File: src/rtl/regfile_pkg.sv
// regfile_pkg: shared widths and writeback-source encoding for the register-file writeback path
package regfile_pkg;
  localparam int XLEN = 32;
  localparam int REG_ADDR_W = 5;
  localparam int NUM_REGS = 32;
  typedef enum logic {WB_SRC_ALU, WB_SRC_LSU} wb_src_e;
endpackage

File: src/rtl/rr_arb2.sv
// rr_arb2: two-way ALU/LSU writeback arbiter, round-robin or fixed ALU-first
module rr_arb2
  import regfile_pkg::*;
#(
  parameter bit RR_EN = 1'b1
) (
  input  logic i_clk,
  input  logic i_reset_n,
  input  logic alu_req,
  input  logic lsu_req,
  output logic alu_gnt,
  output logic lsu_gnt
);
  wb_src_e last_gnt;
  // ALU wins when alone, in fixed mode, or when LSU was served last
  always_comb begin
    alu_gnt = alu_req & (!lsu_req | !RR_EN | (last_gnt == WB_SRC_LSU));
    lsu_gnt = lsu_req & !alu_gnt;
  end
  // pointer moves only when a grant (and therefore a transfer) happens
  always_ff @(posedge i_clk or negedge i_reset_n)
    if (!i_reset_n) last_gnt <= WB_SRC_LSU;
    else if (alu_gnt) last_gnt <= WB_SRC_ALU;
    else if (lsu_gnt) last_gnt <= WB_SRC_LSU;
endmodule

File: src/rtl/regfile_wb_ctrl.sv
// regfile_wb_ctrl: arbitrates ALU/LSU writebacks into one registered write port and tracks pending writes
module regfile_wb_ctrl
  import regfile_pkg::*;
#(
  parameter bit RR_EN = 1'b1
) (
  input  logic                  i_clk,
  input  logic                  i_reset_n,
  input  logic                  i_iss_valid,
  input  logic [REG_ADDR_W-1:0] i_iss_rs1_addr,
  input  logic [REG_ADDR_W-1:0] i_iss_rs2_addr,
  input  logic [REG_ADDR_W-1:0] i_iss_rd_addr,
  output logic                  o_iss_stall,
  input  logic                  i_alu_valid,
  input  logic [REG_ADDR_W-1:0] i_alu_rd_addr,
  input  logic [XLEN-1:0]       i_alu_rd_data,
  output logic                  o_alu_ready,
  input  logic                  i_lsu_valid,
  input  logic [REG_ADDR_W-1:0] i_lsu_rd_addr,
  input  logic [XLEN-1:0]       i_lsu_rd_data,
  output logic                  o_lsu_ready,
  output logic [REG_ADDR_W-1:0] o_rd_addr,
  output logic [XLEN-1:0]       o_rd_data,
  output logic                  o_rd_wren,
  output logic [NUM_REGS-1:0]   o_pending
);
  logic                  xfer;
  logic [REG_ADDR_W-1:0] wb_addr;
  logic [XLEN-1:0]       wb_data;
  logic [NUM_REGS-1:0]   pend_nz, set_vec, clr_vec;

  rr_arb2 #(.RR_EN(RR_EN)) u_arb (
    .i_clk    (i_clk),
    .i_reset_n(i_reset_n),
    .alu_req  (i_alu_valid),
    .lsu_req  (i_lsu_valid),
    .alu_gnt  (o_alu_ready),
    .lsu_gnt  (o_lsu_ready)
  );

  // select the granted request and form scoreboard set/clear masks; x0 never counts as pending
  always_comb begin
    xfer = o_alu_ready | o_lsu_ready;
    wb_addr = o_alu_ready ? i_alu_rd_addr : i_lsu_rd_addr;
    wb_data = o_alu_ready ? i_alu_rd_data : i_lsu_rd_data;
    pend_nz = {o_pending[NUM_REGS-1:1], 1'b0};
    o_iss_stall = i_iss_valid & (pend_nz[i_iss_rs1_addr] | pend_nz[i_iss_rs2_addr] | pend_nz[i_iss_rd_addr]);
    set_vec = (i_iss_valid && !o_iss_stall && i_iss_rd_addr != '0) ? (NUM_REGS'(1) << i_iss_rd_addr) : '0;
    clr_vec = o_rd_wren ? (NUM_REGS'(1) << o_rd_addr) : '0;
  end

  // registered write port; writes to x0 are accepted but never enabled
  always_ff @(posedge i_clk or negedge i_reset_n)
    if (!i_reset_n) begin
      o_rd_wren <= 1'b0;
      o_rd_addr <= '0;
      o_rd_data <= '0;
    end else begin
      o_rd_wren <= xfer && (wb_addr != '0);
      if (xfer) begin
        o_rd_addr <= wb_addr;
        o_rd_data <= wb_data;
      end
    end

  // pending scoreboard; a set on the same edge as a clear keeps the bit
  always_ff @(posedge i_clk or negedge i_reset_n)
    if (!i_reset_n) o_pending <= '0;
    else o_pending <= (o_pending & ~clr_vec) | set_vec;
endmodule

File: config.mk
export PLATFORM = sky130hd
export DESIGN_NAME = regfile_wb_ctrl
export DESIGN_NICKNAME = d
export VERILOG_FILES = /design/src/rtl/regfile_pkg.sv /design/src/rtl/rr_arb2.sv /design/src/rtl/regfile_wb_ctrl.sv
export SDC_FILE = /design/constraint.sdc
export NUM_CORES = 1
export LEC_CHECK = 0
export ABC_AREA = 1
export CAP_MARGIN = 20
export CORE_MARGIN = 1.5
export CORE_UTILIZATION = 45
export DETAILED_ROUTE_END_ITERATION = 8
export GPL_TIMING_DRIVEN = 0
export PLACE_DENSITY = 0.81
export SYNTH_ARGS = -nofsm -noshare
export SYNTH_HDL_FRONTEND = slang
export SYNTH_SLANG_ARGS = --single-unit
File: constraint.sdc
create_clock -name i_clk -period 1.55 [get_ports i_clk]
set_input_delay 0.155 -clock i_clk [delete_from_list [all_inputs] [get_ports i_clk]]
set_output_delay 0.155 -clock i_clk [all_outputs]
set_load 0.02 [all_outputs]
==> out/notes.md, run 1 <==
## Run status
- violations in the final reports: setup timing
- result of the run: complete, but fails checks

## Synthesis
- basic-gate share of the synthesized area counting and, or, nand and nor cells: 45.68%
- multiplexer share of the synthesized area: 1.125%
- cell with the most instances after synthesis: sky130_fd_sc_hd__nand2_1
- top cells by count: 261 x sky130_fd_sc_hd__nand2_1, 130 x sky130_fd_sc_hd__nand3_1, 70 x sky130_fd_sc_hd__dfrtp_1
- top cells by area in the synthesized netlist: sky130_fd_sc_hd__dfrtp_1 39%, sky130_fd_sc_hd__nand2_1 22%, sky130_fd_sc_hd__nand3_1 15%, sky130_fd_sc_hd__o21ai_0 4.2%, sky130_fd_sc_hd__nor2_1 3.3%
- synthesized flop and latch total: 71
- synthesis area per yosys: 0.004448 sq mm

## Route
- post-DR wirelength/cell: 17.58 um

## Final timing
- Slew Viols, Final: 0
- worst setup margin: -356.4 ps
- final tally of setup violations: 33

## Clock tree
- depth of the CTS H-tree: 3
- TritonCTS clock tree: done
- clock root buffer: sky130_fd_sc_hd__clkbuf_8

## Flow run
- tool warnings: 28

## Worst setup path
- Critical Path Most Common Cell: sky130_fd_sc_hd__nand2_1
- type of destination of the critical path: output port
- cell with the biggest individual delay on the critical path: sky130_fd_sc_hd__clkdlybuf4s50_1

## Cells and area
- Layout Cell Area excl Fill: 0.006860 sq mm
- leading cell types in the layout, fill and taps excluded: 254 x sky130_fd_sc_hd__nand2_1, 113 x sky130_fd_sc_hd__clkdlybuf4s50_1, 104 x sky130_fd_sc_hd__nand3_1, 49 x sky130_fd_sc_hd__dfrtp_1

## Power
- total power density per cell area: 1262 mW/mm^2

## Placed design
- final HPWL from detailed placement: 12670 um

## Global route
- maximum number of pins on one net before global-route repair: 72
- first-pass GRT wire length: 26450 um

run 1: tightest hold or removal path: stages:
cell	delay (ps)
sky130_fd_sc_hd__dlygate4sd2_1	290
sky130_fd_sc_hd__nor2_1	130
sky130_fd_sc_hd__nor2_1	60
run 1: registers in the layout, summed over array words and instances, names as in the netlist:
register / cells
o_rd_addr: 5
o_rd_wren: 1
o_rd_data: 32
u_arb.last_gnt: 1
o_pending: 32
run 1: layout make-up:
type | count | area, sq um
fillers | 783 | 2824
clock inverters | 3 | 18.77
multi-input cells | 511 | 2481
inverters | 33 | 131.4
plain buffers | 34 | 244.0
flip-flops and latches | 71 | 1804
repair buffers | 190 | 1859
clock buffers | 12 | 155.1
well taps | 133 | 166.4
run_1/layer_met1.png
Drawn at 4 px/um.
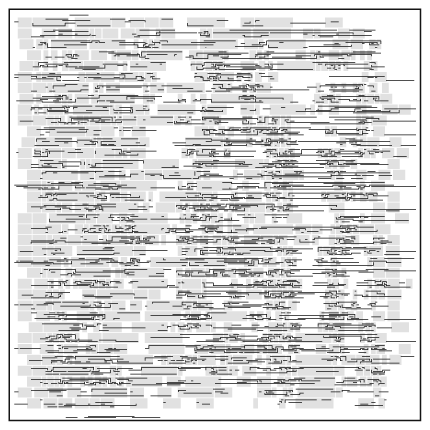
nets with wire on the layer: 823
main direction: horizontal
Detailed Route WL: 17350 um
Via Count: 5422
fraction of met1 tracks used by global routing: 38.38%

run_1/layer_met2.png
Drawn at 4 px/um.
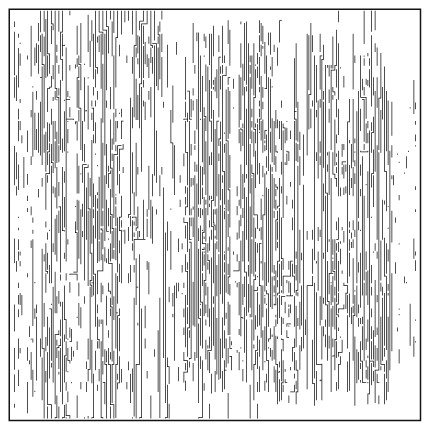
nets with wire on the layer: 780
wire length on this layer: 8690 um
main direction: vertical
share of all routed wire: 50%
met2 Usage GRT: 58.28%

run_1/layer_met3.png
Drawn at 3 px/um.
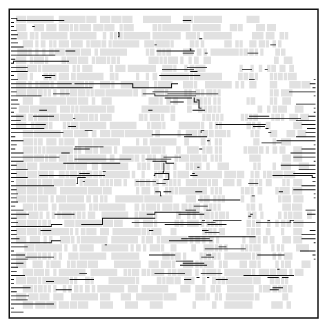
nets with wire on the layer: 191
wire length on this layer: 1320 um
met3 track demand over resource in global routing: 6.840%

run_1/layer_met4.png
Drawn at 3 px/um.
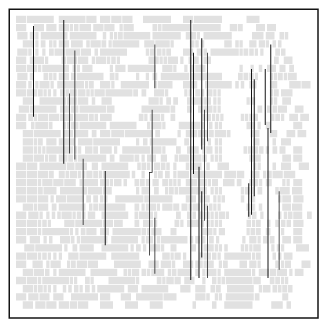
main direction: vertical
share of all routed wire: 4.6%
wire length on this layer: 794 um

run_1/congestion.png
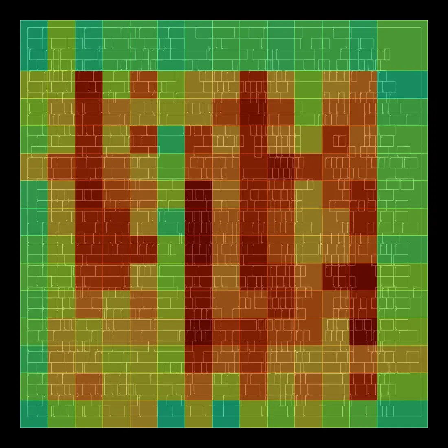

==> inputs of run 2 (changes only) <==
--- a/config.mk
+++ b/config.mk
@@ -7,7 +7,7 @@
 export LEC_CHECK = 0
 export ABC_AREA = 1
 export CAP_MARGIN = 20
-export CORE_MARGIN = 1.5
+export CORE_MARGIN = 3
 export CORE_UTILIZATION = 45
 export DETAILED_ROUTE_END_ITERATION = 8
 export GPL_TIMING_DRIVEN = 0
run_2/congestion.png
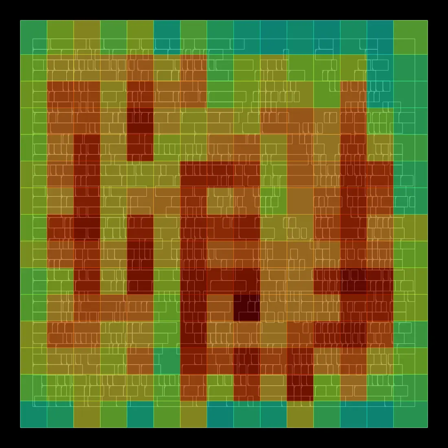
core occupancy in the finished layout: 72.93%
GR peak layer: met2
fraction of met1 tracks used by global routing: 39.78%
met3 track demand over resource in global routing: 8.328%
post-DR wirelength/cell: 19.04 um

run_2/layer_met3.png
Drawn at 2 px/um.
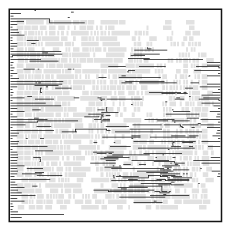
main direction: horizontal
share of all routed wire: 11%
nets with wire on the layer: 216
Detailed Route WL: 18770 um
Via Count: 5618

==> run 2 against run 1 <==
  * Non-clock buffer count up 2
  * Utilization up 2.1 points
  * Register-to-register slack better by 30 ps
  * Hold slack better by 21 ps
  * The flow still finishes with violations (setup timing)
  * Power up 3.7%
  * Sequential share of layout area about the same
  * Flip-flop count unchanged
  * Clock skew up 4.1 ps
  * Synthesized area unchanged
==> out/notes.md, run 2 <==
## Final timing
- Slew Viols, Final: 0
- final tally of setup violations: 33
- worst setup margin: -323.8 ps

## Clock tree
- clock root buffer: sky130_fd_sc_hd__clkbuf_8
- depth of the CTS H-tree: 3
- Sink Count: 71

## Cells and area
- combinational gate count: 511
- multi-input logic portion of the cell area: 35.71%
- num sequential: 71
- leading cell types in the layout, fill and taps excluded: 250 x sky130_fd_sc_hd__nand2_1, 117 x sky130_fd_sc_hd__clkdlybuf4s50_1, 115 x sky130_fd_sc_hd__nand3_1, 50 x sky130_fd_sc_hd__dfrtp_1
- Layout Cell Area excl Fill: 0.006867 sq mm
- Layout clock area frac: 2.897%
- number of signal-net buffers in the layout: 226
- area-dominant cell class after layout: logic gates
- top flop regs: o_pending: 32 flops, o_rd_data: 32 flops, o_rd_addr: 5 flops
- fraction of area in registers: 26.26%
- data-path buffer share of cell area in the final layout: 30.83%
- footprint of the flip-flops and latches: 0.001803 sq mm
- number of filler instances in the final layout: 725
- Logic area: 0.002452 sq mm

## Run status
- violations in the final reports: setup timing
- result of the run: complete, but fails checks

## Synthesis
- area share of the largest cell type after synthesis: 39.38%
- multiplexer share of the synthesized area: 1.125%
- top cells by area in the synthesized netlist: sky130_fd_sc_hd__dfrtp_1 39%, sky130_fd_sc_hd__nand2_1 22%, sky130_fd_sc_hd__nand3_1 15%, sky130_fd_sc_hd__o21ai_0 4.2%, sky130_fd_sc_hd__nor2_1 3.3%
- synthesis area per yosys: 0.004448 sq mm
- cell with the most instances after synthesis: sky130_fd_sc_hd__nand2_1
- synthesized flop and latch total: 71
- top cells by count: 261 x sky130_fd_sc_hd__nand2_1, 130 x sky130_fd_sc_hd__nand3_1, 70 x sky130_fd_sc_hd__dfrtp_1

## Die
- DIE WIDTH: 105.4 um
- number of well taps: 129

## Global route
- maximum number of pins on one net before global-route repair: 72
- met2 Usage GRT: 57.29%
- first-pass GRT wire length: 29570 um

## Worst setup path
- cell with the biggest individual delay on the critical path: sky130_fd_sc_hd__dfrtp_2

## Placed design
- Inst Count DP: 940
- final HPWL from detailed placement: 13320 um

## Power
- total power density per cell area: 1307 mW/mm^2

run_2/layer_met4.png
Drawn at 2 px/um.
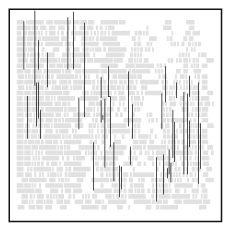
share of all routed wire: 4.5%
longest straight run: 50.3 um
nets with wire on the layer: 37

==> run 2: netlist changes by cell type in the layout (fill, tap and decap cells not counted), sizes merged <==
cell / change
clkdlybuf4s50: +4
dlygate4sd2: -3
dlymetal6s2s: -1
clkbuf: +1
bufinv: +1
clkinv: +1
==> run 2: power by group through the flow <==
stage	combinational [W]	clock, W	sequential (W)
after detailed placement	0.00379	0	0.00325
after global placement	0.00372	0	0.00325
after CTS	0.00401	0.00152	0.00322
final	0.00421	0.00150	0.00327
after floorplan	0.00135	0	0.00355
after global routing	0.00452	0.00159	0.00331
==> run 2: cells by family after synthesis <==
group / Yosys count
flops: 71
mux: 5
simple gates: 464
compound gates: 42
buf+inv: 70
Power and IR drop assume default switching activity.
